`src/rtl/instruction_loader_pkg.sv`:
```
// Shared definitions for the instruction loader: word/address sizing, NOP encoding, FSM states.
package instruction_loader_pkg;

    localparam int          INSTR_WIDTH   = 32;
    localparam int          IL_ADDR_WIDTH = 10;
    localparam int          IRAM_DEPTH    = 71;
    localparam logic [31:0] NOP_INSTR     = 32'h5C00_0000;

    typedef enum logic [2:0] {
        IDLE   = 3'd0,
        LEN_HI = 3'd1,
        LEN_LO = 3'd2,
        DATA   = 3'd3,
        WRITE  = 3'd4,
        DONE   = 3'd5,
        ERROR  = 3'd6
    } loader_state_t;

endpackage

```
`src/rtl/instruction_loader_if.sv`:
```
// Host byte stream (valid/ready) plus the instruction RAM write port.
interface instruction_loader_if
    import instruction_loader_pkg::*;
#(
    parameter int ADDR_WIDTH = IL_ADDR_WIDTH
) ();

    logic [7:0]             in_data;
    logic                   in_valid;
    logic                   in_ready;
    logic                   wr_en;
    logic [ADDR_WIDTH-1:0]  wr_addr;
    logic [INSTR_WIDTH-1:0] wr_data;

    modport master (
        output in_data, in_valid,
        input  in_ready, wr_en, wr_addr, wr_data
    );

    modport slave (
        input  in_data, in_valid,
        output in_ready, wr_en, wr_addr, wr_data
    );

endinterface

```
`src/rtl/instruction_loader_word_assembler.sv`:
```
// Collects bytes big-endian; word_full flags the byte that completes a word (word_dat valid then).
// Combinational output, no backpressure of its own: the caller only pulses byte_vld on accepted bytes.
module word_assembler
    import instruction_loader_pkg::*;
(
    input  logic                   clock,
    input  logic                   reset,
    input  logic                   clear,
    input  logic                   byte_vld,
    input  logic [7:0]             byte_dat,
    output logic [INSTR_WIDTH-1:0] word_dat,
    output logic                   word_full
);

    // Only the first three bytes need storing; the fourth arrives with word_full.
    logic [INSTR_WIDTH-9:0] r_shift;
    logic [1:0]             r_cnt;

    always_ff @(posedge clock) begin
        if (reset || clear) begin
            r_shift <= '0;
            r_cnt   <= 2'd0;
        end else if (byte_vld) begin
            r_shift <= {r_shift[INSTR_WIDTH-17:0], byte_dat};
            r_cnt   <= r_cnt + 2'd1;
        end
    end

    assign word_dat  = {r_shift, byte_dat};
    assign word_full = byte_vld && (r_cnt == 2'd3);

endmodule

```
`src/rtl/instruction_loader.sv`:
```
// Loads a length-prefixed big-endian program into instruction RAM; one RAM write 1 cycle after each 4th byte.
// in_ready is high only while expecting length/data bytes; in_valid gaps stall with no lost state.
module instruction_loader
    import instruction_loader_pkg::*;
#(
    parameter int ADDR_WIDTH = IL_ADDR_WIDTH,
    parameter int MAX_WORDS  = IRAM_DEPTH
) (
    input  logic                 clock,
    input  logic                 reset,
    input  logic                 start,
    instruction_loader_if.slave  bus,
    output logic                 cpu_halt,
    output logic                 done,
    output logic                 load_error
);

    loader_state_t          r_state;
    loader_state_t          w_next;
    logic [15:0]            r_len;
    logic [15:0]            r_word_cnt;
    logic [ADDR_WIDTH-1:0]  r_wr_addr;
    logic [INSTR_WIDTH-1:0] r_wr_data;

    logic                   w_in_ready;
    logic                   w_xfer;
    logic                   w_start_ok;
    logic [15:0]            w_len;
    logic [INSTR_WIDTH-1:0] w_word;
    logic                   w_word_full;
    logic                   w_wr_en;
    logic                   w_halt;
    logic                   w_done;
    logic                   w_err;

    assign w_in_ready = (r_state == LEN_HI) || (r_state == LEN_LO) || (r_state == DATA);
    assign w_xfer     = w_in_ready && bus.in_valid;
    assign w_start_ok = start && ((r_state == IDLE) || (r_state == DONE) || (r_state == ERROR));
    assign w_len      = {r_len[15:8], bus.in_data};

    word_assembler u_asm (
        .clock     (clock),
        .reset     (reset),
        .clear     (w_start_ok),
        .byte_vld  (w_xfer && (r_state == DATA)),
        .byte_dat  (bus.in_data),
        .word_dat  (w_word),
        .word_full (w_word_full)
    );

    always_ff @(posedge clock) begin
        if (reset) begin
            r_state <= IDLE;
        end else begin
            r_state <= w_next;
        end
    end

    always_comb begin
        w_next  = r_state;
        w_wr_en = 1'b0;
        w_halt  = 1'b0;
        w_done  = 1'b0;
        w_err   = 1'b0;
        case (r_state)
            IDLE: ;
            LEN_HI: begin
                w_halt = 1'b1;
                if (w_xfer) w_next = LEN_LO;
            end
            LEN_LO: begin
                w_halt = 1'b1;
                if (w_xfer) begin
                    if (w_len == 16'd0)                  w_next = DONE;
                    else if (32'(w_len) > MAX_WORDS)     w_next = ERROR;
                    else                                 w_next = DATA;
                end
            end
            DATA: begin
                w_halt = 1'b1;
                if (w_word_full) w_next = WRITE;
            end
            WRITE: begin
                w_halt  = 1'b1;
                w_wr_en = 1'b1;
                w_next  = ((r_word_cnt + 16'd1) == r_len) ? DONE : DATA;
            end
            DONE:    w_done = 1'b1;
            ERROR:   w_err  = 1'b1;
            default: w_next = IDLE;
        endcase
        if (w_start_ok) w_next = LEN_HI;
    end

    // wr_addr/wr_data are latched with the completing byte so they stay frozen outside WRITE.
    always_ff @(posedge clock) begin
        if (reset) begin
            r_len      <= '0;
            r_word_cnt <= '0;
            r_wr_addr  <= '0;
            r_wr_data  <= '0;
        end else if (w_start_ok) begin
            r_word_cnt <= '0;
            r_wr_addr  <= '0;
        end else begin
            if (w_xfer && (r_state == LEN_HI)) r_len[15:8] <= bus.in_data;
            if (w_xfer && (r_state == LEN_LO)) r_len[7:0]  <= bus.in_data;
            if (w_word_full) begin
                r_wr_data <= w_word;
                r_wr_addr <= r_word_cnt[ADDR_WIDTH-1:0];
            end
            if (r_state == WRITE) r_word_cnt <= r_word_cnt + 16'd1;
        end
    end

    assign bus.in_ready = w_in_ready;
    assign bus.wr_en    = w_wr_en;
    assign bus.wr_addr  = r_wr_addr;
    assign bus.wr_data  = r_wr_data;
    assign cpu_halt     = w_halt;
    assign done         = w_done;
    assign load_error   = w_err;

endmodule

```
`src/flat_wrapper.sv`:
```
// flat-port wrapper written by rule: the top's interface ports become plain ports
module instruction_loader_flat import instruction_loader_pkg::*;
#(
    parameter int ADDR_WIDTH = IL_ADDR_WIDTH,
    parameter int MAX_WORDS  = IRAM_DEPTH
)
  (clock, reset, start, cpu_halt, done, load_error, bus_in_data, bus_in_valid, bus_in_ready, bus_wr_en, bus_wr_addr, bus_wr_data);
  instruction_loader_if #(.ADDR_WIDTH(ADDR_WIDTH)) bus_i ();
  input  logic clock;
  input  logic reset;
  input  logic start;
  output logic cpu_halt;
  output logic done;
  output logic load_error;
  input wire logic [$bits(bus_i.in_data)-1:0] bus_in_data;
  input wire logic [$bits(bus_i.in_valid)-1:0] bus_in_valid;
  output wire logic [$bits(bus_i.in_ready)-1:0] bus_in_ready;
  output wire logic [$bits(bus_i.wr_en)-1:0] bus_wr_en;
  output wire logic [$bits(bus_i.wr_addr)-1:0] bus_wr_addr;
  output wire logic [$bits(bus_i.wr_data)-1:0] bus_wr_data;
  assign bus_i.in_data = bus_in_data;
  assign bus_i.in_valid = bus_in_valid;
  assign bus_in_ready = bus_i.in_ready;
  assign bus_wr_en = bus_i.wr_en;
  assign bus_wr_addr = bus_i.wr_addr;
  assign bus_wr_data = bus_i.wr_data;
  instruction_loader #(.ADDR_WIDTH(ADDR_WIDTH), .MAX_WORDS(MAX_WORDS)) u_core (.clock(clock), .reset(reset), .start(start), .bus(bus_i), .cpu_halt(cpu_halt), .done(done), .load_error(load_error));
endmodule
```
`config.mk`:
```
export PLATFORM = sky130hd
export DESIGN_NAME = instruction_loader_flat
export DESIGN_NICKNAME = d
export VERILOG_FILES = /design/src/rtl/instruction_loader_pkg.sv /design/src/rtl/instruction_loader_if.sv /design/src/rtl/instruction_loader_word_assembler.sv /design/src/rtl/instruction_loader.sv /design/src/flat_wrapper.sv
export SDC_FILE = /design/constraint.sdc
export NUM_CORES = 1
export LEC_CHECK = 0
export ABC_AREA = 0
export ABC_CLOCK_PERIOD_IN_PS = 2250
export CORE_MARGIN = 2
export CORE_UTILIZATION = 25
export CTS_BUF_LIST = sky130_fd_sc_hd__clkbuf_8
export DETAILED_ROUTE_END_ITERATION = 7
export SYNTH_ARGS = -nofsm -noshare
export SYNTH_HDL_FRONTEND = slang
export SYNTH_SLANG_ARGS = --single-unit
```
`constraint.sdc`:
```
create_clock -name clock -period 2.25 [get_ports clock]
set_input_delay 0.3375 -clock clock [delete_from_list [all_inputs] [get_ports clock]]
set_output_delay 0.3375 -clock clock [all_outputs]
set_load 0.02 [all_outputs]
```
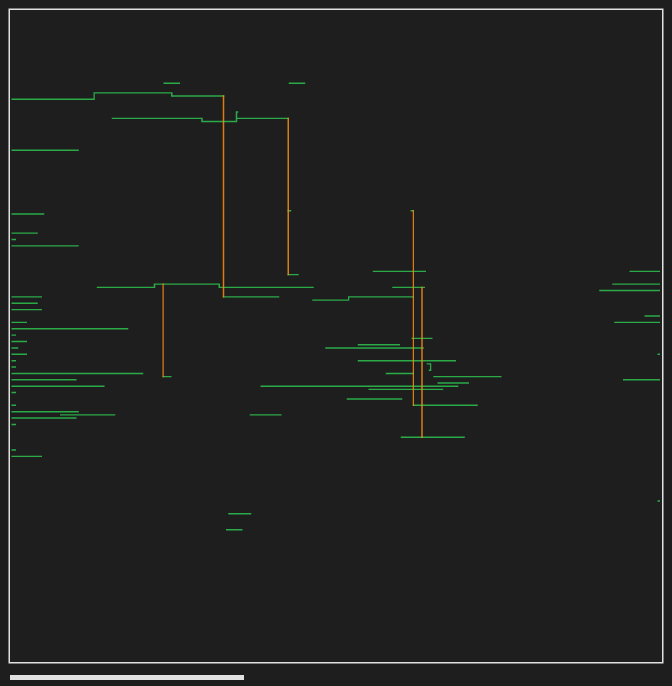
**Above:** wiring by layer.
The bar under the picture is 50 um long. Only two layers are drawn.
- M4: orange (wire length 169 um)
- M3: green (wire length 643 um)

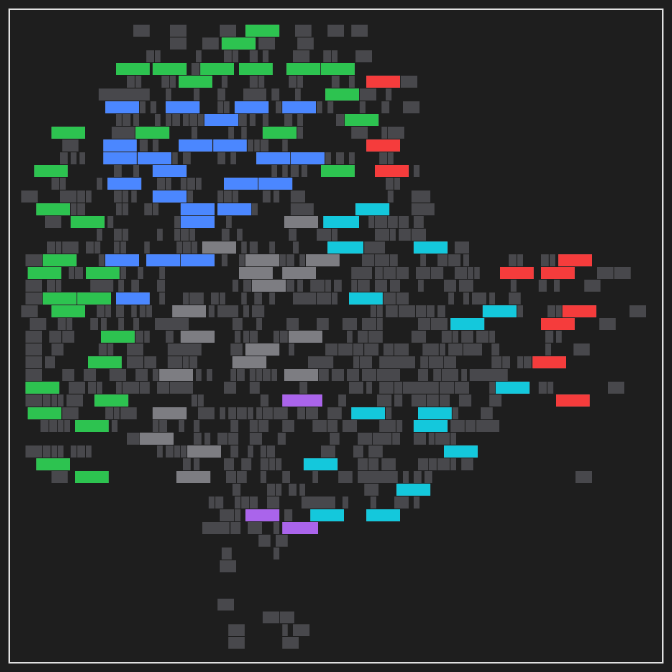
**Above:** sequential cells colored by netlist name.
Other sequential cells in the stronger gray, the rest of the logic in the fainter gray.
- `u_core.u_asm.r_shift`: blue (flops 24)
- `u_core.bus.wr_addr`: red (flops 10)
- `u_core.r_state`: purple (flops 3)
- `u_core.bus.wr_data`: green (flops 32)
- `u_core.r_word_cnt`: cyan (flops 16)
- not colored: 18
sequential power: 1.84 mW
Seq. cell area: 0.00207 mm2
post-route core utilization: 0.324
fraction of standard cell area that is sequential: 0.357

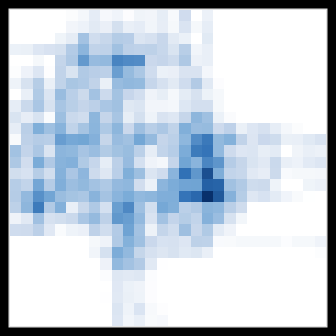
**Above:** signal metal coverage by tile.
The die is cut into 28 by 28 equal tiles; white is low, dark blue is high, scaled to the fullest tile. Values are wire area over tile area, all layers added.
- nearly empty tiles: 41%
- emptiest ninth of the die: north-east
- mean over tiles: 0.099
- tiles over half the peak: 4.7%
- densest ninth of the die: center

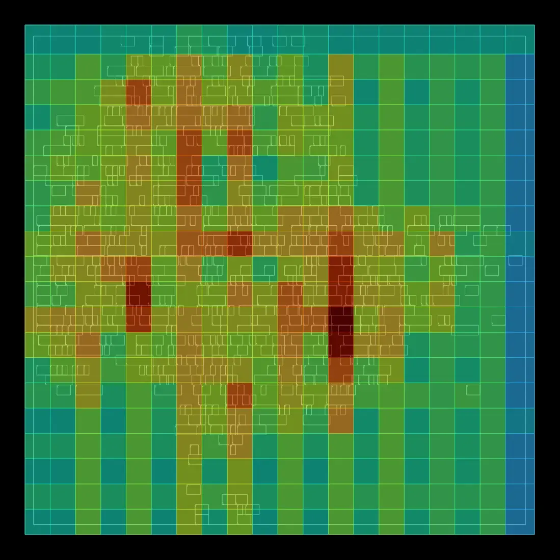
**Above:** routing congestion map.
met2 Usage GRT: 0.195
grt met1 use: 0.174
met3 usage: 0.0366

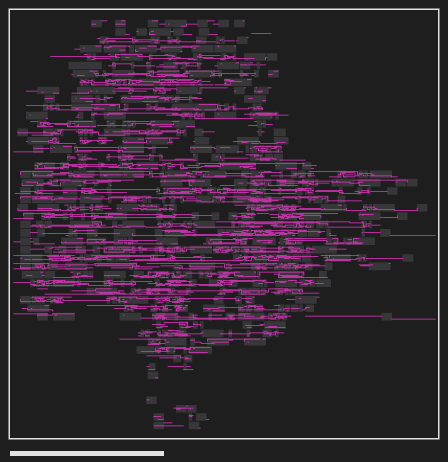
**Above:** M1 wires.
The bar under the picture is 50 um long.
- longest straight run: 43.5 um
- main direction: horizontal
- share of all routed wire: 50%
- wire length on this layer: 6030 um
- nets with wire on the layer: 618

==> cell usage in the layout (no fill, tap or decap), types with 6 or more instances in the layout <==
| cell type | count |
|---|---|
| a21oi_1 | 94 |
| buf_4 | 38 |
| clkbuf_8 | 9 |
| clkdlybuf4s50_1 | 57 |
| dfxtp_1 | 99 |
| nand2_1 | 184 |
| nand3_1 | 11 |
| nand4_1 | 8 |
| nor2_1 | 29 |
| nor3_1 | 6 |
| nor4_1 | 6 |
| o21ai_0 | 6 |
| xnor2_1 | 16 |
| xor2_1 | 17 |
==> per-layer routing <==
layer  track usage  routed length [um]
met5             0                   0
met4        0.0362                 169
met3        0.0366                 643
met2         0.195                5320
met1         0.174                6030
==> metrics by stage <==
| step | worst slack [ps] | hold slack (ps) | power, mW |
|---|---|---|---|
| after floorplan | 48.4 | 432 | 1.97 |
| after global placement | 33.2 | 441 | 2.07 |
| after detailed placement | 31.6 | 449 | 2.07 |
| after CTS | 6.57 | 463 | 3.33 |
| after global routing | -51.0 | 483 | 3.41 |
| final | 87.7 | 460 | 3.29 |
==> what timing repair did <==
action,CTS,global route
gates resized,2,6
endpoints found under the setup margin,3,5
endpoints found under the hold margin,0,0
==> where the power goes <==
part | internal [mW] | switching (mW)
Sequential | 1.83 | 0.00964
Clock | 0.542 | 0.728
Combinational | 0.0734 | 0.110
==> Yosys cell counts, types with 2 or more instances <==
cell      count
nand3b_1      2
a31oi_1       3
nand2b_1      5
o21ai_0       6
nor4_1        6
o21a_1        2
ha_1          3
xor2_1       17
nand4_1       8
nand3_1      11
a21oi_1      95
nor3_1        6
nor2_1       29
a211oi_1      3
dfxtp_1     103
nor2b_1       5
clkbuf_1     24
or3_1         3
clkbuf_8      6
nand2_1     184
xnor2_1      16
and3_1        4
a31o_2        2
buf_1         2
buf_2         4
inv_1         4
==> run notes <==
impl run done, here's what came out: Log Warnings 28, Post-layout nets 669, layout cells sized above 1 0.114, diodes inserted 0, actual slew at the worst max-slew pin 522 ps, clk sinks 103, Seq cells 103, Root Buffer clkbuf_8, fraction of area in multi-input gates 0.396, ys flop type dfxtp_1, CP required 2530 ps, worst relative slew slack 0.650, Worst Reg-to-Reg Cells 8, first-pass GRT wire length 20200 um, residual DRC count 0, P_leak 1.95 nW, # rows 49, Clock Tree Buf Depth 2, min cycle time layout 2160 ps, mux share 0.00220, placed wire-length estimate 8570 um, area grow syn2layout 27.2%, full die area 0.0193 mm2, FF-to-FF End u_core.r_state[1], status complete, no violations, setup TNS 0 ps, Yosys top cell by area dfxtp_1, Inserted Clock Buffers 9, critical path type reg -> reg, Tapcell Cnt 229, Critical Path Source u_core.r_word_cnt[9], Hold Path Origin u_core.bus.wr_data[6], Critical Path Start Type flip-flop, syn avg cell area 7.86 um2, Synth Seq Share 0.452, RR Startpoint u_core.r_word_cnt[9], delay-heaviest family, CP AND-OR/OR-AND gates, Crit path buffers/inverters 2, Placed Area 0.00558 mm2, Post-synth EDFFs 0, Clk Latency, worst-skew pair 400 ps, post-DR wirelength/cell 13.7 um, crit path capture type flip-flop, AND-OR/OR-AND Cells, Area Fraction 0.147, internal reg-to-reg setup slack 90 ps, XOR-XNOR Cells, Area Fraction 0.0735, width of the die 139 um, Clock Skews 11.3 ps, number of flip-flops in the largest register 32, Top area cell types dfxtp_1, nand2_1, a21oi_1, Crit path top cell by count buf_4
Power and IR drop assume default switching activity.
